### src/rtl/alu_result_buffer.sv
// alu_result_buffer: first-word-fall-through FIFO that sits directly behind
// the ALU. The ALU cannot be stalled, so results that find no free slot are
// dropped and recorded in a sticky overflow flag. Every ALU strobe advances a
// sequence tag, including strobes that are dropped, so gaps in the tag
// sequence reveal where results were lost.
// Optional feature: define ALU_RESULT_PARITY_EN to store an even-parity bit
// per entry and expose it on out_parity.
module alu_result_buffer #(
    parameter int DATA_W = 8,
    parameter int DEPTH  = 8,
    parameter int TAG_W  = 4
) (
    input  logic                       clk,
    input  logic                       reset,
    input  logic                       in_valid,
    input  logic [DATA_W-1:0]          in_alu,
    input  logic                       in_carry,
    input  logic                       in_zero,
    output logic                       out_valid,
    input  logic                       out_ready,
    output logic [DATA_W-1:0]          out_alu,
    output logic                       out_carry,
    output logic                       out_zero,
    output logic [TAG_W-1:0]           out_tag,
`ifdef ALU_RESULT_PARITY_EN
    output logic                       out_parity,
`endif
    output logic [$clog2(DEPTH):0]     count,
    output logic                       full,
    output logic                       empty,
    output logic                       overflow,
    input  logic                       clr_ovf
);

    localparam int AW = $clog2(DEPTH);
    localparam int CW = AW + 1;

    typedef struct packed {
        logic [DATA_W-1:0] alu;
        logic              carry;
        logic              zero;
        logic [TAG_W-1:0]  tag;
`ifdef ALU_RESULT_PARITY_EN
        logic              parity;
`endif
    } entry_t;

    entry_t          mem_q [DEPTH];
    entry_t          wr_entry;
    entry_t          head;

    logic [AW-1:0]   wr_ptr_q, wr_ptr_d;
    logic [AW-1:0]   rd_ptr_q, rd_ptr_d;
    logic [CW-1:0]   count_q,  count_d;
    logic [TAG_W-1:0] tag_q,   tag_d;
    logic            ovf_q,    ovf_d;

    logic            push, pop, drop;

    assign full  = (count_q == CW'(DEPTH));
    assign empty = (count_q == '0);

    // A pop frees a slot in the same cycle, so a full buffer still accepts a
    // result when the consumer is draining. Pop needs a real head entry, so
    // out_ready on an empty buffer does nothing.
    assign pop  = !empty && out_ready;
    assign push = in_valid && (!full || pop);
    assign drop = in_valid && full && !pop;

    // Build the entry written at the tail; tag is the pre-increment value.
    always_comb begin
        wr_entry        = '0;
        wr_entry.alu    = in_alu;
        wr_entry.carry  = in_carry;
        wr_entry.zero   = in_zero;
        wr_entry.tag    = tag_q;
`ifdef ALU_RESULT_PARITY_EN
        wr_entry.parity = ^{in_alu, in_carry, in_zero};
`endif
    end

    // Next-state for pointers, occupancy, tag counter and sticky overflow.
    always_comb begin
        wr_ptr_d = wr_ptr_q;
        rd_ptr_d = rd_ptr_q;
        count_d  = count_q;
        tag_d    = tag_q;
        ovf_d    = ovf_q;
        if (push) wr_ptr_d = wr_ptr_q + 1'b1;
        if (pop)  rd_ptr_d = rd_ptr_q + 1'b1;
        if (push && !pop)      count_d = count_q + 1'b1;
        else if (pop && !push) count_d = count_q - 1'b1;
        if (in_valid) tag_d = tag_q + 1'b1;
        // A drop in the same cycle as a clear keeps the flag set.
        if (drop)         ovf_d = 1'b1;
        else if (clr_ovf) ovf_d = 1'b0;
    end

    // Control state register with synchronous reset.
    always_ff @(posedge clk) begin
        if (reset) begin
            wr_ptr_q <= '0;
            rd_ptr_q <= '0;
            count_q  <= '0;
            tag_q    <= '0;
            ovf_q    <= 1'b0;
        end else begin
            wr_ptr_q <= wr_ptr_d;
            rd_ptr_q <= rd_ptr_d;
            count_q  <= count_d;
            tag_q    <= tag_d;
            ovf_q    <= ovf_d;
        end
    end

    // Storage array; contents are not reset, only the pointers are.
    always_ff @(posedge clk) begin
        if (push && !reset) mem_q[wr_ptr_q] <= wr_entry;
    end

    // Head entry falls through to the outputs; it only changes on a pop.
    assign head      = mem_q[rd_ptr_q];
    assign out_valid = !empty;
    assign out_alu   = head.alu;
    assign out_carry = head.carry;
    assign out_zero  = head.zero;
    assign out_tag   = head.tag;
`ifdef ALU_RESULT_PARITY_EN
    assign out_parity = head.parity;
`endif
    assign count     = count_q;
    assign overflow  = ovf_q;

endmodule

### config.mk
export PLATFORM = sky130hd
export DESIGN_NAME = alu_result_buffer
export DESIGN_NICKNAME = d
export VERILOG_FILES = /design/src/rtl/alu_result_buffer.sv
export SDC_FILE = /design/constraint.sdc
export NUM_CORES = 1
export LEC_CHECK = 0
export CORE_ASPECT_RATIO = 1.2
export CORE_MARGIN = 2
export CORE_UTILIZATION = 30
export CTS_BUF_LIST = sky130_fd_sc_hd__clkbuf_4 sky130_fd_sc_hd__clkbuf_8 sky130_fd_sc_hd__clkbuf_16
export CTS_CLUSTER_SIZE = 12
export DETAILED_ROUTE_END_ITERATION = 10
export PLACE_DENSITY = 0.5
export SLEW_MARGIN = 40
export SYNTH_ARGS = -nofsm -noshare
export SYNTH_HDL_FRONTEND = slang
export SYNTH_SLANG_ARGS = --single-unit
### constraint.sdc
create_clock -name clk -period 9.7 [get_ports clk]
set_input_delay 1.94 -clock clk [delete_from_list [all_inputs] [get_ports clk]]
set_output_delay 1.94 -clock clk [all_outputs]
set_load 0.01 [all_outputs]
==> impl_metrics.ini <==
; flow metrics
[run_status]
outcome = completed

[pwr]
p_seq_mw = 0.653
power_frac_comb_pct = 21.5
p_per_area_nw_per_um2 = 248
p_switching_mw = 0.397
peakVddDrop_mv = 0.113
pg_clk_mw = 0.600
p_comb_mw = 0.344
power.total_mw = 1.60

[routing]
ant_nets = 0
dr_wl_met2_mm = 4.82
dr.max_layer_used = met4
drt_pre_antenna_iters = 4
post_drt_via_cell_ratio = 4.66
wl_met1_mm = 4.35
met3_length_um = 331
wl_per_cell_um = 17.9
drc = 0

[cells_and_area]
layout_top_cells = edfxtp_1, clkdlybuf4s50_1, mux4_1
largest_class = sequential cells
mi_logic_area_um2 = 1420
logic_gates = 111
nClkBuffers = 22
nFillCells = 1533
n_antenna_cell = 0

[die]
fp_util_pct = 30.7
fp.coreArea_um2 = 16900
die_h_um = 148
dieArea_um2 = 18300
io_pins = 37
tap_cells = 216

[synthesis]
edf_count = 112
ys_top_cells_by_area = edfxtp_1, mux4_1, dfxtp_1
xor_share_pct = 1.36
largest_area_cell = edfxtp_1
syn_area_um2 = 5170
mux_area_share_pct = 17.8
ys_sh_simple_pct = 3.85
ys_seq_share_pct = 72.0
synthesis.nets = 280
syn_area_per_cell_um2 = 20.0
most_common_cell = edfxtp_1
ys.flop_type = edfxtp_1
top_cell_area_share_pct = 65.1
yosys-top-cells-count = edfxtp_1, mux4_1, dfxtp_1, nor2_1, mux2_2
ys_seq_elements = 130

[flow_run]
maxCapViolations = 0
log.warning_count = 26

[grt]
overflow = 0
grt_pass1_wl_mm = 15.3
grt_use_total_pct = 11.5
globalRouteMet3Util_pct = 3.13
antenna_found_initial = 0
grt_pass1_vias = 2730

[final_timing]
rsz0062_at_grt = false
finalSetupTns_ns = 0
slew_headroom_pct = 52.9
worst_pin_slew_ns = 0.704
maxSlewViolCount = 0
hold-worst-slack_ns = 0.495
hold_viol = 0
min_period_ns = 4.50

[clock_tree]
post_cts_buffers = 0
clock-sinks = 130
cts_hold_buf = 0
cts_buffer_depth = 2
worstSkewPairLatency_ns = 0.41

[place]
portBuffers = 36
preCtsSetupSlack_ns = 5.10
place_inst = 508
place_hpwl_mm = 5.95
placed_cell_area_um2 = 5880

[worst_setup_path]
cp_max_fo = 28
critPathLaunchType = flop
cp.arrival_ns = 2.56
crit_cells = 4
r2r-end = count[3]$_SDFFE_PP0P_
setup.worst_path.end = out_tag[0]
endpoint_kind = primary output
crit_chain = buf_4 -> mux4_1 -> mux2_2 -> clkdlybuf4s50_1
critPathKind = reg -> out
cp_top_family = multiplexers
max_stage_delay_ns = 0.65

[min_path]
holdPathStages = 2
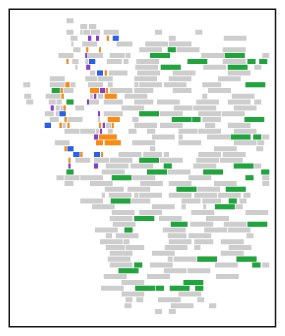
gate_families.png
family	color	cells
XOR/XNOR gates	blue	8
NAND gates	purple	14
multiplexers	green	45
NOR gates	orange	25
logic share of the area: 22.0%
Top cell excl fill/tap: edfxtp_1
Non-Filler Instances: 540

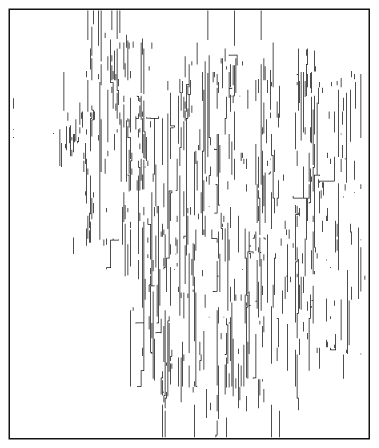
met2.png
longest straight run	54.4 um
main direction	vertical
GR Layer Usage met2: 18.8%
vias post-DR: 2,517
Routed WL: 9.65 mm

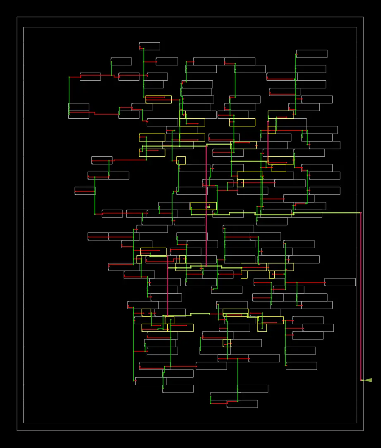
final_clocks.png
clock skew: 0.0112 ns
CTS buffer count: 17

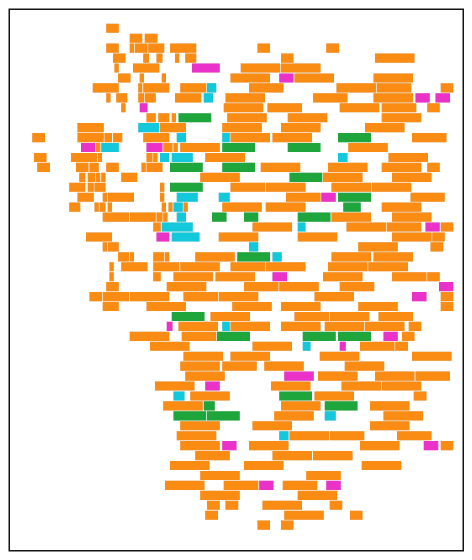
drive_strength.png
size	color	cells	share	most used
drive 3 to 4	cyan	23	7.1%	buf_4
drive 2	magenta	22	6.8%	mux2_2
drive 1 or less	orange	256	79%	edfxtp_1
drive 6 and up	green	23	7.1%	clkbuf_16
area delta synth->final: 24.8%
Non-CTS buffers: 46
Final Worst Setup Slack: 5.20 ns
final instance area: 6450 um^2

